### Wiring heat map

Scale bar: 50 µm. The die is cut into 26 by 26 equal tiles; dark purple is low, yellow is high, scaled to the fullest tile. Values are wire area over tile area, all layers added.
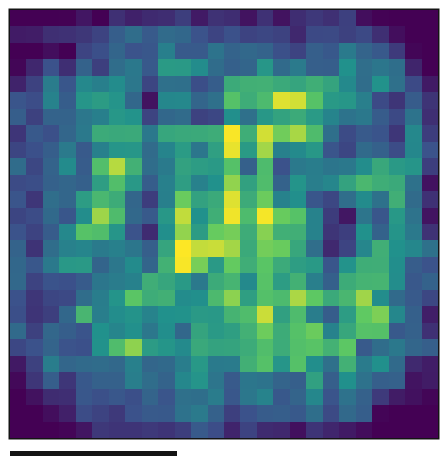
### Routed clock nets over the placement

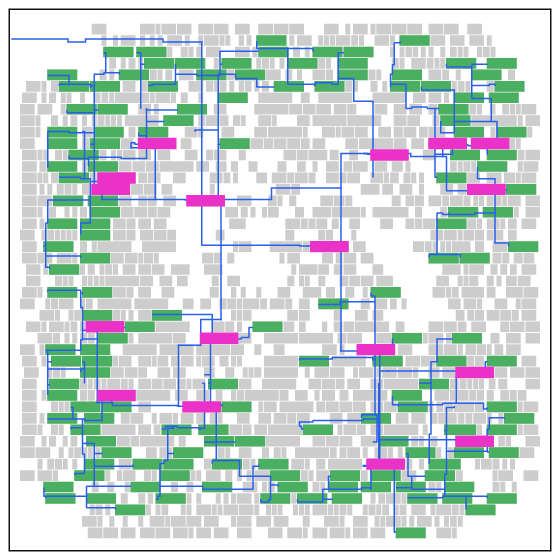
### Cell placement

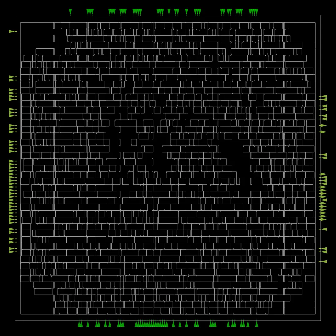
### Register map, names as in the netlist

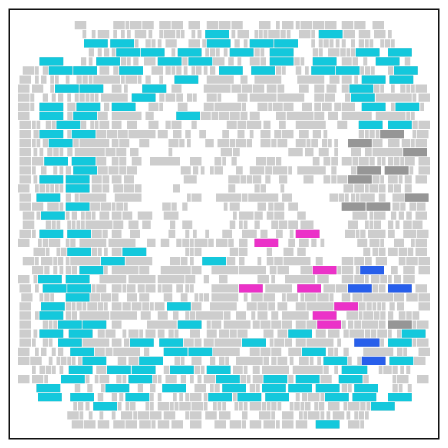
$ cat src/rtl/aes_pkcs7_unpacker.sv
// aes_pkcs7_unpacker
// Serialises 128-bit decrypted blocks into an LSB-first byte stream and,
// when stripping is enabled, removes PKCS#7 padding from the final block.
// Byte 15 of a non-final block is held back while stripping, because it can
// only be classified once the following block shows whether the packet ends.
//
// state   | meaning
// --------+----------------------------------------------------------------
// IDLE    | ready for a new block (only state with s_axis_tready=1)
// EVAL    | one cycle to decode padding and compute the byte count n
// HELD    | emitting the byte withheld from the previous non-final block
// SEND    | emitting bytes 0..n-1 of the current block
module aes_pkcs7_unpacker #(
  parameter int BYTES     = 16,
  parameter bit CHECK_ALL = 1'b1
) (
  input  logic                 clk,
  input  logic                 rst,
  input  logic                 strip_en,
  input  logic [8*BYTES-1:0]   s_axis_tdata,
  input  logic                 s_axis_tvalid,
  output logic                 s_axis_tready,
  input  logic                 s_axis_tlast,
  output logic [7:0]           m_axis_tdata,
  output logic                 m_axis_tvalid,
  input  logic                 m_axis_tready,
  output logic                 m_axis_tlast,
  output logic                 pad_err,
  output logic                 empty_pkt
);

  localparam int W = 8 * BYTES;

  typedef enum logic [1:0] {
    ST_IDLE,
    ST_EVAL,
    ST_HELD,
    ST_SEND
  } state_t;

  state_t       state_q;
  logic [W-1:0] buf_q;
  logic         last_q;
  logic         strip_q;
  logic [7:0]   held_q;
  logic         held_vld_q;
  logic [4:0]   n_q;
  logic [4:0]   idx_q;

  logic [7:0]   pad_p;
  logic         range_ok;
  logic         match_ok;
  logic         pad_bad;
  logic [4:0]   n_d;

  // Decode the pad length held in the top byte and derive the emit count.
  always_comb begin
    pad_p    = buf_q[W-1 -: 8];
    range_ok = (pad_p >= 8'd1) && (pad_p <= 8'd16);
    match_ok = 1'b1;
    if (CHECK_ALL) begin
      for (int i = 0; i < 16; i++) begin
        if (((i + int'(pad_p)) >= 16) && (buf_q[8*i +: 8] != pad_p)) begin
          match_ok = 1'b0;
        end
      end
    end
    pad_bad = 1'b0;
    if (!last_q) begin
      n_d = strip_q ? 5'd15 : 5'd16;
    end else if (!strip_q) begin
      n_d = 5'd16;
    end else if (range_ok && match_ok) begin
      n_d = 5'd16 - pad_p[4:0];
    end else begin
      n_d     = 5'd16;
      pad_bad = 1'b1;
    end
  end

  assign s_axis_tready = (state_q == ST_IDLE) && !rst;
  assign m_axis_tvalid = (state_q == ST_HELD) || (state_q == ST_SEND);
  assign pad_err       = (state_q == ST_EVAL) && pad_bad;
  assign empty_pkt     = (state_q == ST_EVAL) && !held_vld_q && (n_d == 5'd0) && last_q;

  // Output byte and last flag come straight from registered state, so they
  // stay stable for as long as the sink stalls.
  always_comb begin
    m_axis_tdata = 8'h00;
    m_axis_tlast = 1'b0;
    case (state_q)
      ST_HELD: begin
        m_axis_tdata = held_q;
        m_axis_tlast = last_q && (n_q == 5'd0);
      end
      ST_SEND: begin
        m_axis_tdata = buf_q[{idx_q[3:0], 3'b000} +: 8];
        m_axis_tlast = last_q && (idx_q == (n_q - 5'd1));
      end
      default: begin
        m_axis_tdata = 8'h00;
        m_axis_tlast = 1'b0;
      end
    endcase
  end

  // Block capture, held-byte bookkeeping and byte sequencing.
  always_ff @(posedge clk) begin
    if (rst) begin
      state_q    <= ST_IDLE;
      buf_q      <= '0;
      last_q     <= 1'b0;
      strip_q    <= 1'b0;
      held_q     <= 8'h00;
      held_vld_q <= 1'b0;
      n_q        <= 5'd0;
      idx_q      <= 5'd0;
    end else begin
      case (state_q)
        ST_IDLE: begin
          idx_q <= 5'd0;
          if (s_axis_tvalid) begin
            buf_q   <= s_axis_tdata;
            last_q  <= s_axis_tlast;
            strip_q <= strip_en;
            state_q <= ST_EVAL;
          end
        end
        ST_EVAL: begin
          n_q <= n_d;
          if (held_vld_q) begin
            state_q <= ST_HELD;
          end else if (n_d != 5'd0) begin
            state_q <= ST_SEND;
          end else begin
            state_q <= ST_IDLE;
          end
        end
        ST_HELD: begin
          if (m_axis_tready) begin
            held_vld_q <= 1'b0;
            state_q    <= (n_q != 5'd0) ? ST_SEND : ST_IDLE;
          end
        end
        ST_SEND: begin
          if (m_axis_tready) begin
            if (idx_q == (n_q - 5'd1)) begin
              idx_q   <= 5'd0;
              state_q <= ST_IDLE;
              if (!last_q && strip_q) begin
                held_q     <= buf_q[W-1 -: 8];
                held_vld_q <= 1'b1;
              end
            end else begin
              idx_q <= idx_q + 5'd1;
            end
          end
        end
        default: state_q <= ST_IDLE;
      endcase
    end
  end

endmodule

$ cat config.mk
export PLATFORM = sky130hd
export DESIGN_NAME = aes_pkcs7_unpacker
export DESIGN_NICKNAME = d
export VERILOG_FILES = /design/src/rtl/aes_pkcs7_unpacker.sv
export SDC_FILE = /design/constraint.sdc
export NUM_CORES = 1
export LEC_CHECK = 0
export CORE_MARGIN = 2
export CORE_UTILIZATION = 59
export CTS_CLUSTER_SIZE = 20
export DETAILED_ROUTE_END_ITERATION = 8
export PLACE_DENSITY = 0.87
export SYNTH_ARGS = -nofsm -noshare
export SYNTH_HDL_FRONTEND = slang
export SYNTH_SLANG_ARGS = --single-unit
export TNS_END_PERCENT = 1
$ cat constraint.sdc
create_clock -name clk -period 6.5 [get_ports clk]
set_input_delay 0.975 -clock clk [delete_from_list [all_inputs] [get_ports clk]]
set_output_delay 0.975 -clock clk [all_outputs]
set_load 0.05 [all_outputs]
==> summary.rpt <==
RUN METRICS
----------------------------------------------------
[Setup path]
  Critical R2R Capture ........................ held_q[7]$_SDFFE_PP0P_
  Buffers & Inverters on Critical Path ........................ 2
  Cell chain of the critical path ........................ buf_4, ha_1, o211ai_1, a2111oi_0, o21a_1, a311oi_1, nand4b_1, nand4b_1, nor4_1, clkdlybuf4s50_1
  Register-to-Register Path Depth ........................ 6
  Slowest stage delay, CP ........................ 0.84 ns
  Largest driver fanout on the critical path ........................ 45
  Kind of capture point of the worst setup path ........................ primary output
  Required time worst endpoint ........................ 5.52 ns
  Crit-path slowest cell ........................ sky130_fd_sc_hd__clkdlybuf4s50_1
  Register-to-register setup slack ........................ 3.11 ns
  WS Path Type ........................ reg2out
  Worst Setup SP ........................ buf_q[124]$_SDFFE_PP0P_
  CP arrival ........................ 4.23 ns
  Crit Reg-Reg Startpoint ........................ idx_q[2]$_SDFFE_PP0P_
  Startpoint kind of the worst setup timing path ........................ flop

[STA]
  Hold Worst Slack ........................ 0.488 ns
  RSZ-0062 raised after global routing ........................ false
  Final setup violation count ........................ 0
  Final Hold Fails ........................ 0
  Maximum clock frequency ........................ 0.192 GHz
  Setup TNS Final ........................ 0 ns
  Share of the cycle needed by the critical path after routing ........................ 0.801
  Post-layout worst setup margin ........................ 1.29 ns
  Number of pins with negative max-slew slack in the final report ........................ 0
  Slew margin rel. ........................ 0.332
  Slew of the pin with the lowest slew margin ........................ 1.00 ns
  Fin crit period ........................ 5.21 ns

[Synth]
  Cell type with the largest total area after synthesis ........................ sky130_fd_sc_hd__dfxtp_1
  Number of warnings printed during yosys synthesis ........................ 0
  Register bit total from synthesis ........................ 151
  Area figure in the yosys stat output ........................ 9110 µm²
  Area leader share ........................ 0.332
  Proportion of synthesized flip-flops having asynchronous set or reset ........................ 0
  Net count after synthesis ........................ 1263
  Sequential fraction of the synthesis area ........................ 0.332
  Per-instance average area after synthesis ........................ 8.15 µm²
  Most frequent cells after synthesis ........................ sky130_fd_sc_hd__nand2_1 (281), sky130_fd_sc_hd__dfxtp_1 (151), sky130_fd_sc_hd__a21oi_1 (143), sky130_fd_sc_hd__clkbuf_1 (72), sky130_fd_sc_hd__xnor2_1 (72)
  Cell Area, Synth ........................ 9110 µm²
  Post-synth EDFFs ........................ 0
  Ys cells ........................ 1119
  Post-synthesis cell type with the largest instance count ........................ sky130_fd_sc_hd__nand2_1
  Post-synthesis cell type count ........................ 64
  Synth top area cells ........................ sky130_fd_sc_hd__dfxtp_1 (33%), sky130_fd_sc_hd__nand2_1 (12%), sky130_fd_sc_hd__mux4_2 (9.9%), sky130_fd_sc_hd__a21oi_1 (7.9%), sky130_fd_sc_hd__xnor2_1 (6.9%)

[Drt]
  Via-to-Cell Ratio ........................ 6.15
  DR pass1 iterations ........................ 7
  Post-route DRC ........................ 0
  Tally of nets with antenna violations remaining after routing ........................ 0
  Number of design-rule violations left by the first detailed-router iteration ........................ 752

[Layout]
  Final instance area ........................ 11100 µm²
  Most common library cell in the layout ignoring fill and taps ........................ sky130_fd_sc_hd__nand2_1
  Area Overhead vs Synth ........................ 22.1%
  Layout cells sized above 1 ........................ 0.0872
  Final Net Count ........................ 1346

[Floorplanning]
  Starting utilization of the core area ........................ 0.602
  Die Outline Area ........................ 16500 µm²
  Horizontal die dimension ........................ 128 µm
  Die Y ........................ 128 µm
  Number of cell rows ........................ 45
  Total I/O pin count ........................ 147
  CORE AREA ........................ 15100 µm²

[Place]
  GPL Wtd Cong ........................ 0.959
  Pre-CTS setup slack ........................ 1.81 ns
  Post-DP HPWL ........................ 19.4 mm
  Placed cells ........................ 1371
  I/O Buffers ........................ 146

[Clock network]
  CTS tree ........................ done
  Root buffer cell ........................ sky130_fd_sc_hd__clkbuf_16
  Setup Fix Bufs, Post-CTS ........................ 0
  Post_cts resized ........................ 0
  Maximum level of the CTS H-tree ........................ 4
  Worst-case clock buffer depth ........................ 2
  CTS Hold Bufs ........................ 0
  Clock buffer count from CTS ........................ 17
  Clock slew seen by the registers of the worst setup and hold paths ........................ 0.06 ns
  Total clock sinks ........................ 151

[Job]
  Count of tool warnings ........................ 32
  Maxcap violations ........................ 0

[Run status]
  Result of the run ........................ complete, no violations

[Power and ir drop]
  Static leakage ........................ 4.13 nW
  Pwr Density ........................ 340 nW/µm²
  Design Power ........................ 3.78 mW
  Max IR drop VDD ........................ 0.235 mV

[Hold path]
  Hold Crit Start ........................ buf_q[50]$_SDFFE_PP0P_
  Count of cells along the worst hold path ........................ 2
  Hold worst-path end ........................ buf_q[50]$_SDFFE_PP0P_
  Type of the most critical hold path ........................ reg2reg

[Global route]
  Overall track demand over capacity in global routing ........................ 0.342
  Vias in the first global route ........................ 8241
  Total overflow reported by the global router ........................ 0
  Antenna violations before repair ........................ 0
  Largest net degree at the start of global routing ........................ 92
  Global-route wire length before repair ........................ 43.8 mm

----------------------------------------------------
## Picture notes: 'Wiring heat map'
31% of the tiles are over half the peak. 5.0% of the tiles are nearly empty. The fullest tile reaches 0.71. The mean over all tiles is 0.27.
Routed wire per std cell: 19.6 µm
routed vias: 8623
Routed Wire Length: 27.5 mm

## Picture notes: 'Routed clock nets over the placement'
Blue is clock wires, length 1820 µm. Green is flip-flops, count 151. Magenta is clock drivers, count 17.
Position of the flops: spread over the die.
clock latency on the worst-skew pair: 0.44 ns
Clock Power Share: 0.257
worst clock skew: 0.00728 ns
total clock network power: 975 µW

## Picture notes: 'Cell placement'
Final Core Density: 0.735
count of flip-flops and latches: 151
proportion of cell area occupied by registers: 0.272
Tap Count: 188
final non-filler cell total: 1403

## Picture notes: 'Register map, names as in the netlist'
Magenta is held_q, flops 8. Blue is idx_q, flops 5. Cyan is buf_q, flops 128, where spread over the die.
Seq. cell area: 3030 µm²
power dissipated in sequential cells: 1.31 mW

==> per-layer routing <==
layer | share of wire | global-route usage
met5 | 0 | 0
met3 | 0.079 | 0.0718
met4 | 0.028 | 0.0957
met2 | 0.48 | 0.569
met1 | 0.41 | 0.452
==> power breakdown <==
group	switching (mW)	total (mW)	internal, mW
clock network	0.427	0.975	0.547
logic	0.854	1.50	0.644
registers	0.233	1.31	1.08
total	1.51	3.78	2.27
==> how the worst max path moves through the flow <==
stage / end / slack, ns / cells after the start
2_1_floorplan: empty_pkt / 1.44 / 12
3_3_place_gp: empty_pkt / 1.82 / 10
3_5_place_dp: empty_pkt / 1.81 / 9
4_1_cts: empty_pkt / 1.35 / 9
5_1_grt: empty_pkt / 1.10 / 10
6_report: empty_pkt / 1.29 / 10
==> sequential cells by signal (all words and copies together) (netlist names) <==
register    flops
n_q             5
strip_q         1
idx_q           5
buf_q         128
held_vld_q      1
state_q         2
held_q          8
last_q          1
==> logic make-up (layout without fill, tap and decap cells) <==
family	after synthesis	count (layout)	synth area share
buf+inv	111	207	0.0486
mux	58	58	0.119
simple gates	442	442	0.219
compound gates	214	214	0.140
flops	151	151	0.332
xor+xnor	133	133	0.128
fa+ha+maj	10	10	0.0137
==> final cells by class <==
cell class                 count  area, µm²
timing repair buffer         162       1580
tap                          188        235
multi-input combinational    857       5660
fill                        1132       4020
sequential                   151       3030
clock buffer                  18        439
clock inverter                14        139
inverter                      13       48.8
==> worst register-to-register path: stages, from the launching register on <==
cell	delay, ns
sky130_fd_sc_hd__dfxtp_1	0.79
sky130_fd_sc_hd__and2_1	0.23
sky130_fd_sc_hd__or4b_2	0.64
sky130_fd_sc_hd__a2111oi_2	0.59
sky130_fd_sc_hd__and3_1	0.64
sky130_fd_sc_hd__mux2i_1	0.29
sky130_fd_sc_hd__nor2_1	0.07
Power is estimated from default activity; no workload was simulated.
